<file path="src/rtl/plic_prio_tree.sv">
// rtl/plic_prio_tree.sv - pipelined PLIC priority tree with claim/complete; threshold compare gated by PLIC_PRIO_TREE_THRESHOLD_EN
module plic_prio_tree #(
    parameter int NUM_SRC    = 8,
    parameter int PRIO_W     = 3,
    parameter int ID_W       = 6,
    parameter int PIPE_EVERY = 2
) (
    input  logic                      clk,
    input  logic                      rst_n,
    input  logic [NUM_SRC-1:0]        src_pending,
    input  logic [NUM_SRC-1:0]        src_enable,
    input  logic [NUM_SRC*PRIO_W-1:0] src_prio,
    input  logic [PRIO_W-1:0]         threshold,
    input  logic                      claim,
    input  logic                      complete,
    input  logic [ID_W-1:0]           complete_id,
    output logic                      irq,
    output logic [ID_W-1:0]           max_id,
    output logic [PRIO_W-1:0]         max_prio,
    output logic [ID_W-1:0]           claim_id,
    output logic                      claim_valid
);

    localparam int L  = $clog2(NUM_SRC);
    localparam int NL = 1 << L;
    localparam int PE = (PIPE_EVERY == 0) ? 1 : PIPE_EVERY;

    // Heap layout: node n combines children 2n and 2n+1; leaves sit at NL..2*NL-1.
    logic [PRIO_W-1:0] node_prio [1:2*NL-1];
    logic [ID_W-1:0]   node_id   [1:2*NL-1];

    logic [NUM_SRC-1:0] in_service_q, in_service_d;
    logic               irq_q;
    logic [ID_W-1:0]    max_id_q;
    logic [PRIO_W-1:0]  max_prio_q;
    logic [ID_W-1:0]    claim_id_q;
    logic               claim_valid_q;

    for (genvar i = 0; i < NL; i++) begin : g_leaf
        if (i < NUM_SRC) begin : g_src
            logic eligible;
            assign eligible = src_pending[i] & src_enable[i] & ~in_service_q[i]
                            & (src_prio[i*PRIO_W +: PRIO_W] != '0);
            assign node_prio[NL+i] = eligible ? src_prio[i*PRIO_W +: PRIO_W] : '0;
            assign node_id[NL+i]   = eligible ? ID_W'(i + 1) : '0;
        end else begin : g_pad
            assign node_prio[NL+i] = '0;
            assign node_id[NL+i]   = '0;
        end
    end

    for (genvar d = 0; d < L; d++) begin : g_lvl
        for (genvar j = 0; j < (1 << d); j++) begin : g_node
            localparam int N = (1 << d) + j;
            localparam int H = L - d;
            logic              pick_right;
            logic [PRIO_W-1:0] prio_c;
            logic [ID_W-1:0]   id_c;

            // Left subtree always holds the lower IDs, so ties resolve to the left.
            assign pick_right = node_prio[2*N+1] > node_prio[2*N];
            assign prio_c     = pick_right ? node_prio[2*N+1] : node_prio[2*N];
            assign id_c       = pick_right ? node_id[2*N+1]   : node_id[2*N];

            if ((PIPE_EVERY != 0) && (H < L) && (H % PE == 0)) begin : g_reg
                logic [PRIO_W-1:0] prio_q;
                logic [ID_W-1:0]   id_q;
                always_ff @(posedge clk) begin
                    if (!rst_n) begin
                        prio_q <= '0;
                        id_q   <= '0;
                    end else begin
                        prio_q <= prio_c;
                        id_q   <= id_c;
                    end
                end
                assign node_prio[N] = prio_q;
                assign node_id[N]   = id_q;
            end else begin : g_comb
                assign node_prio[N] = prio_c;
                assign node_id[N]   = id_c;
            end
        end
    end

    logic root_irq;
`ifdef PLIC_PRIO_TREE_THRESHOLD_EN
    assign root_irq = node_prio[1] > threshold;
`else
    logic unused_threshold;
    assign unused_threshold = ^threshold;
    assign root_irq = node_prio[1] != '0;
`endif

    logic svc_hit;
    logic grant;
    logic complete_ok;

    assign complete_ok = complete && (complete_id != '0) && (complete_id <= ID_W'(NUM_SRC));

    always_comb begin
        svc_hit = 1'b0;
        for (int i = 0; i < NUM_SRC; i++) begin
            if (max_id_q == ID_W'(i + 1)) svc_hit = in_service_q[i];
        end
    end

    // A winner still draining through the pipeline after its claim is refused.
    assign grant = claim & irq_q & ~svc_hit;

    always_comb begin
        in_service_d = in_service_q;
        for (int i = 0; i < NUM_SRC; i++) begin
            if (complete_ok && (complete_id == ID_W'(i + 1))) in_service_d[i] = 1'b0;
            if (grant && (max_id_q == ID_W'(i + 1)))          in_service_d[i] = 1'b1;
        end
    end

    always_ff @(posedge clk) begin
        if (!rst_n) begin
            in_service_q  <= '0;
            irq_q         <= 1'b0;
            max_id_q      <= '0;
            max_prio_q    <= '0;
            claim_id_q    <= '0;
            claim_valid_q <= 1'b0;
        end else begin
            in_service_q  <= in_service_d;
            irq_q         <= root_irq;
            max_id_q      <= node_id[1];
            max_prio_q    <= node_prio[1];
            claim_valid_q <= claim;
            if (claim) claim_id_q <= grant ? max_id_q : '0;
        end
    end

    assign irq         = irq_q;
    assign max_id      = max_id_q;
    assign max_prio    = max_prio_q;
    assign claim_id    = claim_id_q;
    assign claim_valid = claim_valid_q;

endmodule
</file>
<file path="config.mk">
export PLATFORM = sky130hd
export DESIGN_NAME = plic_prio_tree
export DESIGN_NICKNAME = d
export VERILOG_FILES = /design/src/rtl/plic_prio_tree.sv
export SDC_FILE = /design/constraint.sdc
export NUM_CORES = 1
export LEC_CHECK = 0
export CAP_MARGIN = 5
export CORE_MARGIN = 2
export CORE_UTILIZATION = 47
export CTS_CLUSTER_DIAMETER = 200
export DETAILED_ROUTE_END_ITERATION = 12
export PLACE_DENSITY = 0.81
export SLEW_MARGIN = 15
export SYNTH_ARGS = -nofsm -noshare
export SYNTH_HDL_FRONTEND = slang
export SYNTH_SLANG_ARGS = --single-unit
</file>
<file path="constraint.sdc">
create_clock -name clk -period 4.1 [get_ports clk]
set_clock_uncertainty 0.05 [all_clocks]
set_input_delay 0.82 -clock clk [delete_from_list [all_inputs] [get_ports clk]]
set_output_delay 0.82 -clock clk [all_outputs]
set_load 0.01 [all_outputs]
</file>
==> run notes, run 1 <==
Implementation results are summarized by area below.

CTS
In this run the post-CTS setup repair buffer count came out at 0. The TritonCTS clock tree is done. In this run the number of H-tree levels came out at 2. The number of buffers created by CTS is 5.

Looking at the clock tree report, the maximum root-to-sink buffer count equals 2. On the worst setup and hold paths after CTS, the clock-pin slew comes to 0.07 ns. The insertion delay at the late pin of the worst-skew pair is 0.29 ns. Gates resized during post-CTS repair numbered 0.

The CTS root buffer is sky130_fd_sc_hd__clkbuf_8. The cts-stage hold buffer count is 0. The clock sink total is 34.

Yosys
The commonest register cell is sky130_fd_sc_hd__dfxtp_1. The post-synth count of flops with an enable pin is 0. Yosys attributes the largest share of cell area to sky130_fd_sc_hd__dfxtp_1, sky130_fd_sc_hd__ha_1, sky130_fd_sc_hd__nand2_1, sky130_fd_sc_hd__mux2i_1, sky130_fd_sc_hd__nor2_1. The number of cell instances after yosys synthesis is 275. In the synthesis report, Yosys lists the chip area as 2280 um2. The proportion of register bits with asynchronous set or reset after synthesis is 0.

Counting distinct cell types in the post-synthesis netlist gives 50. The cell count after synthesis is 275. A synthesized cell averages 8.31 um2. The commonest cells after synthesis are sky130_fd_sc_hd__nand2_1, sky130_fd_sc_hd__dfxtp_1, sky130_fd_sc_hd__ha_1, sky130_fd_sc_hd__nor2_1, sky130_fd_sc_hd__inv_1. For this run, the register share of the synthesized area comes to 0.298. Sorting the Yosys area breakdown by cell type puts at the top sky130_fd_sc_hd__dfxtp_1. The synthesis stat section lists a flop and latch total of 34. The mapped netlist covers 2280 um2. Yosys printed 0 warnings. The area share of the largest cell type after synthesis is 0.298. For this run the top cell type by instance count after synthesis was sky130_fd_sc_hd__nand2_1.

Power
The final total power is 958 uW. For this design the ratio of total power to cell area is 310 nW/um2. Across the VDD grid, the largest voltage drop is 0.149 mV. The script extracted a total leakage power of 0.00131 uW.

Critical path
Max fanout on the critical path was recorded as 4. The sort of element at the start of the critical path is an input port. The kind of critical path is in -> reg. Among all stages on the critical path, the largest delay is contributed by sky130_fd_sc_hd__clkdlybuf4s50_1. The arrival time at the worst endpoint is 4.00 ns.

The critical path's top delay family is simple AND/OR/NAND/NOR gates. The biggest cell delay along the critical path is 0.47 ns. The worst reg2reg path startpoint is in_service_q[7]$_SDFFE_PN0P_. Data on the critical path is required at its endpoint by 4.23 ns. According to the timing report, the critical path is launched from src_enable[4].

The combined buffer and inverter count along the critical path is 2. The critical path goes through clkdlybuf4s50_1 -> nand2_1 -> nor2_1 -> nand2_1 -> ha_1 -> a21oi_1 -> o21ai_0 -> and2_1 -> o21a_1 -> ha_1 -> nor2b_1 -> o21a_1 -> o21ai_1 -> nor4b_1 -> buf_4 -> or2_2. STA classifies the critical path endpoint as a register.

Cells and area
The final net count is 421. The logic area is 1480 um2. The relative area change from synthesis to final layout is 35.3%. The multi-input logic portion of the cell area is 0.480. The multi-input combinational cell count is 216. The number of buffers other than clock buffers in the final layout is 72. The top cell types in the final layout, fill and taps aside, are sky130_fd_sc_hd__clkdlybuf4s50_1, sky130_fd_sc_hd__nand2_1, sky130_fd_sc_hd__dfxtp_1. The final-layout fill cell count is 398. The post-route cell area is 3090 um2. The number of ordinary inverters in the final layout is 18. The number of inserted diodes is 0.

In the final layout, the share of cells above drive strength 1 is 0.0920. The non-clock buffer area fraction after layout is 0.225. The fraction of final cell area spent on clock buffers and inverters in this run is 0.0308. The flop share of the area is 0.220.

The largest cell class by area is logic gates. The most frequent standard cell in the layout excluding fill and tap cells is sky130_fd_sc_hd__clkdlybuf4s50_1. The layout report lists the combined flip-flop and latch area as 681 um2.

GRT
The via count of the first global-routing pass is 2138. Entering global routing, the biggest net connects 19 pins. The global-route wire length before repair is 9350 um. The total congestion overflow is 0. Summed over all routing layers, the global router reports a total usage of 0.218. The initial antenna violation count is 0.

Final timing
The upper clock frequency limit is 258 MHz. The number of pins with negative max-slew slack in the final report is 0. The minimum hold slack is 0.403 ns. From the final report, the count of setup violators was given as 0.

The post-route clock period utilization is 0.946. The sum of negative setup slack is 0 ns. Setup repair after global routing left no endpoint under its margin. The worst-case setup margin in the final layout is 0.221 ns.

The final tally of hold violations is 0. The final timing report derives a shortest allowable period of 3.88 ns.

Floorplanning
In this run the horizontal extent of the chip is 73.7 um. The number of rows in the core area is 25. In this run the standard cell core region covers 4690 um2. The chip footprint is 5430 um2. The floorplan utilization is 0.487.

The floorplan report lists the tap cell count as 54. The vertical extent of the die is 73.7 um. The I/O pin total is 70.

Routing
The number of design rule violations left after detail routing is 0. The total iterations of the first detailed-routing run is 4. In this run the remaining antenna-violating nets after routing total 0. The post-detailed-route via-to-cell ratio is 5.63. Wires add up to 5560 um. Per the detail_route report, routed wire per instance is 13.8 um. The via count is 2264. The DRC marker count from the first detailed-route iteration is 179.

Placed design
The cell area after placement is 2990 um2. The detailed-placement wirelength estimate is 4460 um. OpenSTA, run right after detailed placement, puts the worst setup slack at -0.0508 ns. The placement summary gives the final routability congestion estimate as 0.897. Port buffering added 62 buffers.

Flow run
Warnings raised by the tools during the run amount to 29. The report counts max-capacitance violations totalling 0.

Worst hold path
The type of the worst min-delay path is reg -> reg. The startpoint of the worst hold path is claim_id[0]$_SDFFE_PN0P_.

Status
The run finished with clean final reports.
==> run 1: worst paths after layout <==
| path | slack [ns] | cells past startpoint | endpoint |
|---|---|---|---|
| hold reg to reg | 0.40 | 2 | claim_id[0]$_SDFFE_PN0P_ |
| hold / removal | 0.40 | 2 | claim_id[0]$_SDFFE_PN0P_ |
| setup / recovery | 0.22 | 16 | g_lvl[1].g_node[1].g_reg.id_q[0]$_SDFF_PN0_ |
| setup reg to reg | 0.86 | 15 | g_lvl[1].g_node[1].g_reg.id_q[0]$_SDFF_PN0_ |
==> run 1: power by group <==
part           internal [uW]  switching, uW  total (uW)  leakage, uW
Sequential               352           22.2         374     0.000276
Combinational            170            155         325     0.000986
Clock                    135            124         259    0.0000472
==> run 1: cell families (layout without fill, tap and decap cells) <==
family / count (synthesis) / in the layout / synth area share
buf+inv: 28 / 98 / 0.0597
mux: 18 / 18 / 0.0871
simple gates: 118 / 118 / 0.257
fa+ha+maj: 21 / 21 / 0.115
other cells: 1 / 4 / 0.00164
flops: 34 / 34 / 0.298
compound gates: 55 / 55 / 0.182
==> run 1: registers in the layout, summed over array words and instances, names as in the netlist <==
| register | count |
|---|---|
| claim_valid | 1 |
| g_lvl.g_node.g_reg.id_q | 7 |
| max_prio | 3 |
| in_service_q | 8 |
| claim_id | 4 |
| max_id | 4 |
| irq | 1 |
| g_lvl.g_node.g_reg.prio_q | 6 |
==> run 1: metal layers <==
layer / wire [um] / GRT usage
met1: 2450 / 0.266
met2: 2780 / 0.379
met3: 272 / 0.0535
met4: 57 / 0.0566
met5: 0 / 0
==> run 1: per-stage QoR <==
step                instances  utilization
finish                    402        0.659
global route              402        0.659
detailed placement        394        0.637
global placement          394        0.637
floorplan                 278            -
CTS                       402        0.658
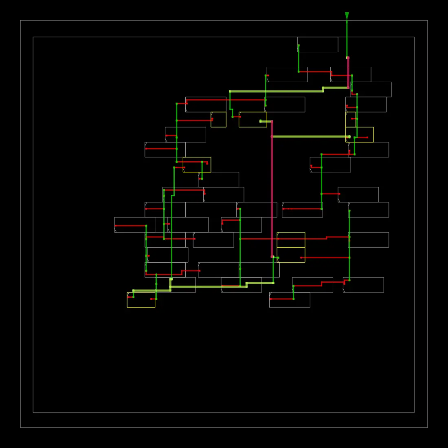
(run_1/clock_nets.png)
clock buf count: 6
clock distribution power: 259 uW
registers: 34

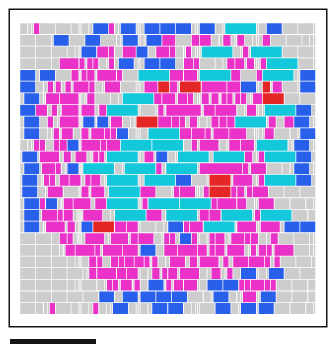
(run_1/class_map.png)
Bar = 20 um. Fill, decap, tap and diode cells in gray.
[blue] remaining buffers and delay cells | cells: 72 | share of their area: 23%
[magenta] remaining logic cells | cells: 234 | share of their area: 51%
[red] clock drivers and dummy loads | cells: 8 | share of their area: 3.1%
[cyan] sequential cells | cells: 34 | share of their area: 23%

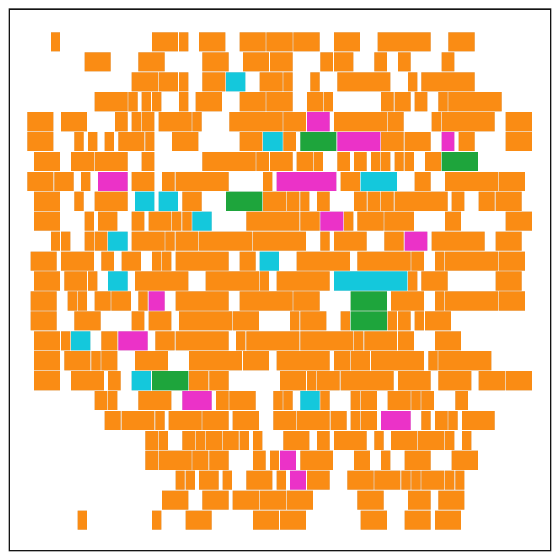
(run_1/sizing.png)
[cyan] x3 and x4 | cells: 13 | share: 3.7%
[orange] x1 and smaller | cells: 316 | share: 91%
[green] x6 and larger | cells: 6 | share: 1.7%
[magenta] x2 | cells: 13 | share: 3.7%

==> run_1/m2.png <==
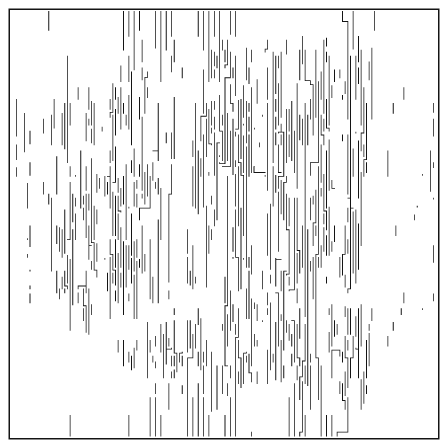

==> run 2: changes to the inputs <==
MAX_ROUTING_LAYER = met4   (was not set)
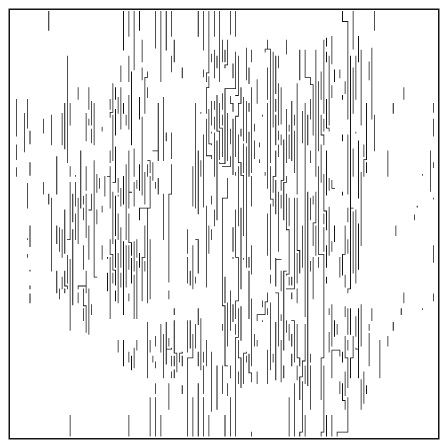
(run_2/m2.png)
longest straight run: 40.1 um
wire length on this layer: 2820 um
nets with wire on the layer: 367

==> run 2 against run 1 <==
Sequential power about the same; synthesized area is the same; utilization unchanged; routed wire length is 0.45% higher; combinational power about the same.
==> run notes, run 2 <==
Implementation results are summarized by area below.

Routing
The routed length per instance is 13.9 um (was 13.8 um). The total routed wirelength is 5590 um (was 5560 um). The uppermost signal routing layer after detailed routing is met4 (unchanged). The total iterations of the first detailed-routing run came to 4 (unchanged). The wire length on met1 came to 2450 um (about the same).

The total met3 wirelength after detailed routing is 262 um (was 272 um).

Power
The proportion of power drawn by combinational gates came to 0.340 (was 0.339). The switching part of the total is 0.314 (was 0.315). The total internal power is 656 uW (about the same).

The peak supply drop is 0.149 mV (about the same). The sequential cell fraction of total power came to 0.391 (about the same). The clock group share of total power is 0.269 (was 0.270). The power in combinational cells is 326 uW (was 325 uW). The power dissipated in sequential cells is 374 uW (about the same). The clock group total power is 257 uW (was 259 uW). The final total power is 957 uW (was 958 uW).

Final timing
The post-route clock period utilization is 0.946 (about the same). The final number of setup-violating endpoints is 0 (unchanged). Unrepaired setup endpoints after global routing: no (unchanged). The sum of negative setup slack came to 0 ns (unchanged). The clock period minus final worst setup slack is 3.88 ns (about the same).

CTS
The count of buffers added by post-CTS timing repair for setup is 0 (unchanged). The clock transition at the registers of the reported paths is 0.07 ns (about the same). The CTS root buffer is sky130_fd_sc_hd__clkbuf_8 (unchanged). The TritonCTS clock tree was done (unchanged). The number of H-tree levels is 2 (unchanged).

The count of cells resized by post-cts repair is 0 (unchanged). The cts-stage hold buffer count is 0 (unchanged). The clock sink total came to 34 (unchanged).

Placed design
The cell count after placement is 394 (unchanged). The detailed-placement wirelength estimate is 4460 um (unchanged).

Yosys
The area of the mapped netlist is 2280 um2 (unchanged). The chip area line of the yosys report is 2280 um2 (unchanged). The main flop type after synthesis was sky130_fd_sc_hd__dfxtp_1 (unchanged). The sequential element share of the synthesized area is 0.298 (unchanged).

The number of warning messages in the yosys log was 0 (unchanged). Cells taking the most area after synthesis: sky130_fd_sc_hd__dfxtp_1, sky130_fd_sc_hd__ha_1, sky130_fd_sc_hd__nand2_1, sky130_fd_sc_hd__mux2i_1, sky130_fd_sc_hd__nor2_1 (unchanged). The area fraction in mux cells is 0.0871 (unchanged).

The main logic family after synthesis was simple AND/OR/NAND/NOR gates (unchanged). The area share of the largest cell type after synthesis is 0.298 (unchanged). The synthesized area per cell came to 8.31 um2 (unchanged). Leading cell types by count after synthesis: sky130_fd_sc_hd__nand2_1, sky130_fd_sc_hd__dfxtp_1, sky130_fd_sc_hd__ha_1, sky130_fd_sc_hd__nor2_1, sky130_fd_sc_hd__inv_1 (unchanged).

The area fraction in full adders, half adders and majority gates is 0.115 (unchanged). The simple-gate portion of the synthesized area is 0.257 (unchanged). The proportion of register bits with asynchronous set or reset after synthesis is 0 (unchanged).

The flip-flop and latch count after synthesis is 34 (unchanged). The number of cell instances after yosys synthesis was 275 (unchanged). The post-synthesis cell type count is 50 (unchanged).

Cells and area
The clock network area share came to 0.0308 (unchanged). The flip-flop count of the largest register after layout is 8 (unchanged). The dominant kind of cell by area is logic gates (unchanged).

The sequential cell count is 34 (unchanged). The final-layout fill cell count is 398 (unchanged). The multi-input combinational cell count is 216 (unchanged).

The area occupied by registers is 681 um2 (unchanged). The most frequent standard cell in the layout excluding fill and tap cells is sky130_fd_sc_hd__clkdlybuf4s50_1 (unchanged). Leading registers by flop count: in_service_q: 8 flops, g_lvl.g_node.g_reg.id_q: 7 flops, g_lvl.g_node.g_reg.prio_q: 6 flops (unchanged). Most frequent logic cells in the routed design: sky130_fd_sc_hd__clkdlybuf4s50_1, sky130_fd_sc_hd__nand2_1, sky130_fd_sc_hd__dfxtp_1 (unchanged). The fraction of the core area covered by cells at the end of the flow is 0.659 (unchanged). The number of clock buffer instances in the layout is 6 (unchanged). The fraction of layout cells with a size suffix above 1 is 0.0920 (unchanged). The number of buffers other than clock buffers in the final layout is 72 (unchanged). The final net count is 421 (unchanged). The number of ordinary inverters in the final layout came to 18 (unchanged).

The non-filler instance count after layout is 402 (unchanged). The non-clock buffer area fraction after layout is 0.225 (unchanged). The flop share of the area is 0.220 (unchanged).

Floorplanning
The tap cell instance count is 54 (unchanged). The chip footprint is 5430 um2 (unchanged). The number of rows in the core area is 25 (unchanged).

The vertical extent of the die is 73.7 um (unchanged). The die boundary width was 73.7 um (unchanged).

Critical path
The worst reg2reg path startpoint is in_service_q[7]$_SDFFE_PN0P_ (unchanged). The sort of element at the start of the critical path is an input port (unchanged). The kind of critical path was in -> reg (unchanged). The maximum fanout along the worst path is 4 (unchanged). The arrival time at the worst endpoint is 4.00 ns (about the same).

GRT
The via count of the first global-routing pass is 2134 (was 2138). The global-route wire length before repair is 9350 um (unchanged). The global routing met2 resource utilization is 0.378 (was 0.379).

The highest-utilization routing layer at the global route stage is met2 (unchanged). The global-route met3 utilization was 0.0521 (was 0.0535). The initial antenna violation count is 0 (unchanged). The total congestion overflow is 0 (unchanged). The routing usage on met1 came to 0.268 (was 0.266).

Worst hold path
The cell depth of the worst hold path is 2 (unchanged). The startpoint of the worst hold path is claim_id[0]$_SDFFE_PN0P_ (unchanged). The worst min-delay path endpoint is claim_id[0]$_SDFFE_PN0P_ (unchanged).

Flow run
The max-cap violation count was 0 (unchanged). The number of warnings in the stage logs is 29 (unchanged).

Status
Result of the run: completed (unchanged).
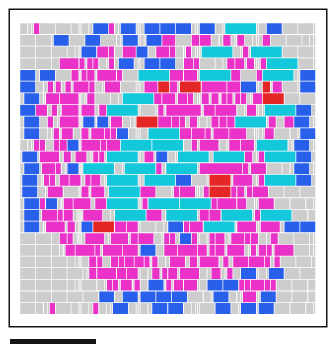
(run_2/class_map.png)
Bar = 20 um. Fill, decap, tap and diode cells in gray.
[red] clock drivers and dummy loads | cells: 8 | share of their area: 3.1%
[magenta] remaining logic cells | cells: 234 | share of their area: 51%
[blue] remaining buffers and delay cells | cells: 72 | share of their area: 23%
[cyan] sequential cells | cells: 34 | share of their area: 23%

run 2: critical path, cell delays in order:
cell and delay [ns]:
sky130_fd_sc_hd__clkdlybuf4s50_1 0.47, sky130_fd_sc_hd__nand2_1 0.05, sky130_fd_sc_hd__nor2_1 0.18, sky130_fd_sc_hd__nand2_1 0.11, sky130_fd_sc_hd__ha_1 0.32, sky130_fd_sc_hd__a21oi_1 0.17
sky130_fd_sc_hd__o21ai_0 0.15, sky130_fd_sc_hd__and2_1 0.22, sky130_fd_sc_hd__o21a_1 0.21, sky130_fd_sc_hd__ha_1 0.29, sky130_fd_sc_hd__nor2b_1 0.15, sky130_fd_sc_hd__o21a_1 0.19
sky130_fd_sc_hd__o21ai_1 0.17, sky130_fd_sc_hd__nor4b_1 0.08, sky130_fd_sc_hd__buf_4 0.15, sky130_fd_sc_hd__or2_2 0.28
run 2: worst max-delay path by stage:
| stage | start | end | slack [ns] | cells after the start |
|---|---|---|---|---|
| 2_1_floorplan | src_pending[5] | g_lvl[1].g_node[1].g_reg.id_q[0]$_SDFF_PN0_ | 0.66 | 15 |
| 3_3_place_gp | src_enable[4] | g_lvl[1].g_node[1].g_reg.id_q[0]$_SDFF_PN0_ | 0.04 | 16 |
| 4_1_cts | src_enable[4] | g_lvl[1].g_node[1].g_reg.id_q[0]$_SDFF_PN0_ | 0.25 | 16 |
| 5_1_grt | src_enable[4] | g_lvl[1].g_node[1].g_reg.id_q[0]$_SDFF_PN0_ | 0.01 | 16 |
| 6_report | src_enable[4] | g_lvl[1].g_node[1].g_reg.id_q[0]$_SDFF_PN0_ | 0.22 | 16 |
| 3_5_place_dp | src_enable[4] | g_lvl[1].g_node[1].g_reg.id_q[0]$_SDFF_PN0_ | -0.05 | 16 |
Power figures rest on the tool's default switching activity, not on a simulated workload.
